Design cpu_host_loader, sky130hd; sources not shown.
**Run 1: metal 1**

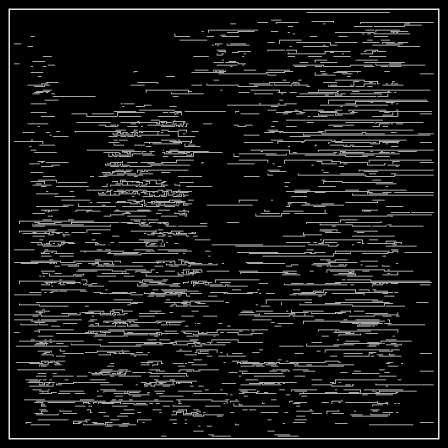
The layer carries 6450 um of wire. The layer holds 41% of the routed length. The longest straight run is 34.5 um.
number of vias in the routed layout: 4871
post-detailed-routing wire length: 15.9 mm
met1 Use GR: 27.8%

**Run 1: signal wires on met2**

The bar under the picture is 20 um long.
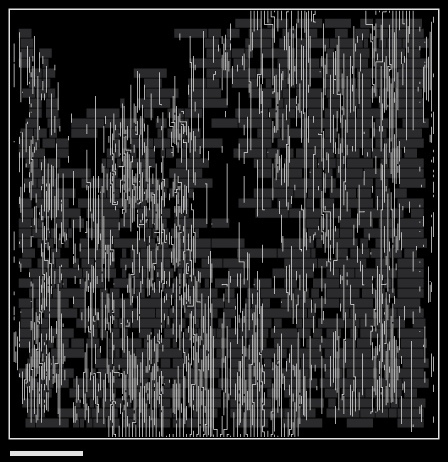
794 nets have wire on it. The layer holds 49% of the routed length.
met2 Track Usage GR: 39.8%

**Run 1: met3 routing**

The bar under the picture is 20 um long.
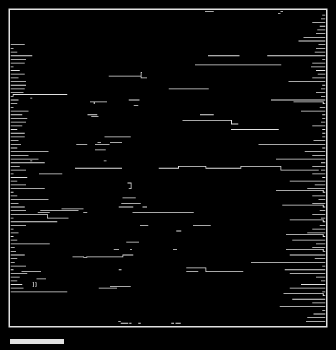
The layer holds 8.4% of the routed length. The wires run mostly horizontal. 185 nets have wire on it. The longest straight run is 31.5 um. The layer carries 1320 um of wire.
global-route track usage on met3: 7.99%

**Run 1: met4 routing**

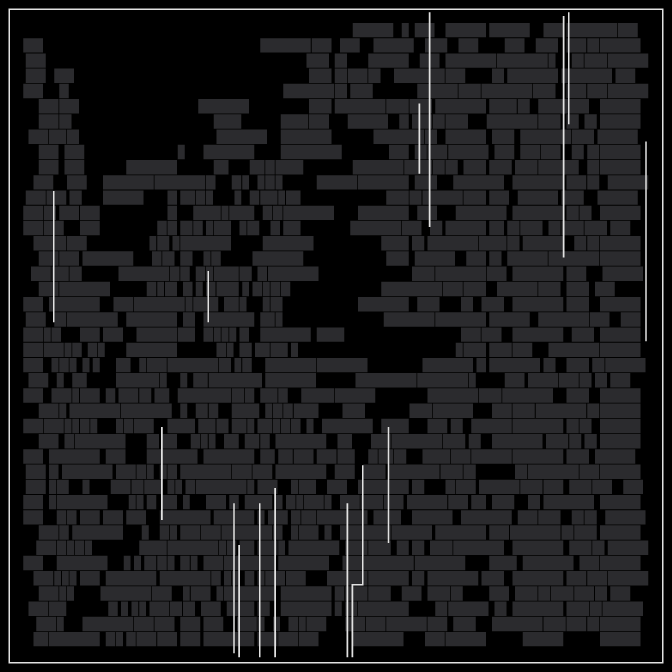
The layer holds 2.4% of the routed length. The layer carries 383 um of wire.

==> impl_report.txt <==
IMPLEMENTATION SUMMARY REPORT
----------------------------------------------------
[Run status]
  Result of the run ........................ finished, final reports clean

[Clock network]
  Clock root cell ........................ clkbuf_8
  Buffers inserted by post-CTS timing repair ........................ 0
  Clock tree from TritonCTS ........................ done
  Maximum clock insertion buffer count ........................ 2
  Hold buffer count at CTS ........................ 1
  Post-cts sizing count ........................ 3
  Source-to-sink clock delay at the later pin of the worst-skew pair ........................ 0.43 ns
  Clock slew seen by the registers of the worst setup and hold paths ........................ approximately 0.07 ns
  Clock Sink Count ........................ about 120
  Total clock buffers created by CTS ........................ 17

[Finish]
  Flip-flops ........................ around 120
  Layout cells sized above 1 ........................ a little under a quarter
  Non-clock inverter total of the final layout ........................ 4
  Clock network area share ........................ under 10%
  # nets final ........................ a little under 900
  Design Area, Final ........................ approximately 9000 um2
  Top library cells by usage in the layout, fill and taps aside ........................ 168 x clkdlybuf4s50_1, 119 x dfrtp_1, 85 x nand2_1
  Clock buffer instance count of the final layout ........................ 22
  Total of fill cells in the finished design ........................ between 800 and 900
  Largest cell class by area ........................ non-clock buffers
  Proportion of cell area occupied by multi-input gates ........................ approximately a quarter
  Layout buffer count excluding clock buffers ........................ 249
  Non-clock buffer share ........................ 34.6%
  Post-Route Utilization ........................ 73.6%
  Growth of design area from synthesis to finish ........................ 64.7%
  Commonest Layout Cell ........................ clkdlybuf4s50_1
  Number of multi-input logic gates ........................ about 360
  Antenna diode instance count ........................ 0
  Seq area share ........................ 33.1%
  Multi-input combinational cell area ........................ about 2300 um2
  Finished Layout Cells ........................ between 900 and 1000

[Pwr]
  Clk network pwr share ........................ roughly a fifth
  Proportion of total power due to net switching ........................ 35.4%
  Total power ........................ a little over 0.008 W
  Combinational Power Share ........................ 44.9%
  Largest voltage drop on the vdd net ........................ 0.000441 V
  Sequential cell power ........................ 0.00278 W
  Power dissipated in the clock network ........................ 0.00169 W
  Leakage component of the power ........................ ~3.8 nW
  Power density over cell area ........................ between 800 and 900 nW/um2
  Pint ........................ between 0.005 and 0.006 W
  Combinational logic power ........................ 0.00365 W
  Net switching power of the design ........................ ~0.0029 W
  Highest-power group ........................ combinational logic

[Run]
  Tool Warnings ........................ 26
  Total of max-cap violations ........................ 0

[Synthesis]
  Yosys Instances ........................ ~520
  Post-synth top area share ........................ a little over half
  Synth cell types ........................ roughly 40
  Yosys synthesis warning count ........................ 0
  Count of state elements after synthesis ........................ around 120
  Yosys aoi share ........................ under 10%
  Ranking of synthesized cells by instance count ........................ 121 x dfrtp_1, 85 x nand2_1, 65 x and2_1, 65 x mux2_2, 51 x o21ai_0
  Simple-gate area share of the yosys netlist ........................ around a fifth
  Yosys top cell by area ........................ dfrtp_1
  Cell area after synthesis ........................ 5570 um2
  Number of cells produced by synthesis ........................ around 520
  Post-synthesis xor/xnor area fraction ........................ less than 1%
  Top cells by area ........................ dfrtp_1 54%, mux2_2 13%, and2_1 7.3%
  Mux cell area share ........................ 13.1%
  Most used standard cell by instance count after synthesis ........................ dfrtp_1
  Register share after synthesis ........................ 54.4%
  Synth async-reset ratio ........................ 100%
  Post-synth area from yosys stat ........................ around 5600 um2
  Adder Share, Synth ........................ less than 1%
  Biggest combinational cell group after synthesis ........................ simple AND/OR/NAND/NOR gates
  Count of library flops with an enable pin ........................ 0

[Routing]
  Starting DRC count in detailed routing ........................ 268
  Sum of met3 wire segment lengths after detailed routing ........................ 1.32 mm
  Routed wl met2 ........................ slightly below 8 mm
  Detailed-route wire length on metal 1 ........................ ~6.4 mm
  DRC errors left ........................ 0
  Top Layer Used ........................ met4
  DR pass1 iterations ........................ 5
  Avg Vias per Cell ........................ 5.19

[Place]
  Weighted congestion reported at the end of routability-driven placement ........................ ~0.85
  Area after detailed placement ........................ between 8000 and 9000 um2
  Worst-case setup slack after placement ........................ 0.110 ns
  Cells after DPL ........................ around 900
  I/O Buffers ........................ around 240
  Total half-perimeter wirelength after legalization and detailed placement ........................ roughly 12 mm

[Worst setup path]
  Worst-case register-to-register setup slack ........................ around 0.43 ns
  Highest cell delay on the worst timing path ........................ ~0.48 ns
  Depth of the worst register-to-register path ........................ 4
  Cells along the critical path ........................ inv_1, nor3_4, buf_12, buf_8, and2_1, buf_12
  Maximum fanout encountered on the critical timing path ........................ 32
  Library cell appearing most often on the critical path ........................ buf_12
  Type of the worst setup path ........................ flop to output pin
  Total number of cells along the worst setup path ........................ 6
  CP Data Required Time ........................ roughly 2.1 ns
  Buf/Inv on CP ........................ 4
  Crit path max-delay family ........................ buffers and inverters
  Slowest-stage cell, CP ........................ dfrtp_2

[GRT]
  Initial antenna violation count ........................ 0
  Remaining global-route overflow ........................ 0
  Via count of the first global-routing pass ........................ between 4000 and 5000
  GRT Overall Usage ........................ 23.6%
  Global-route wire length before repair ........................ about 24 mm
  Layer with the highest usage after global routing ........................ met2

[Worst hold path]
  Worst Hold Class ........................ flop to flop
  Number of stages on the worst hold path ........................ 2

[Final timing]
  Measured slew at the worst slew-check pin ........................ between 0.6 and 0.7 ns
  Hold slack ........................ roughly 0.34 ns
  Cycle use final ........................ 94.4%
  Rel. slew slack ........................ between 50 and 60%
  Final Hold Violation Tally ........................ 0
  Unrepaired setup endpoints after global routing ........................ no
  Number of endpoints failing setup at the final stage ........................ 0
  Fmax achieved ........................ 408 MHz
  Post-layout min period ........................ 2.45 ns
  Post-route worst setup slack ........................ 0.147 ns

[Die]
  Number of top-level pins ........................ around 240
  Placement Rows ........................ 41
  Die Ht ........................ approximately 120 um
  Core utilization at floorplan ........................ 44.7%
  Area enclosed by the die boundary ........................ 13600 um2
  Core Footprint ........................ roughly 12000 um2
  Overall die width ........................ approximately 120 um

----------------------------------------------------
Power is estimated from default activity; no workload was simulated.
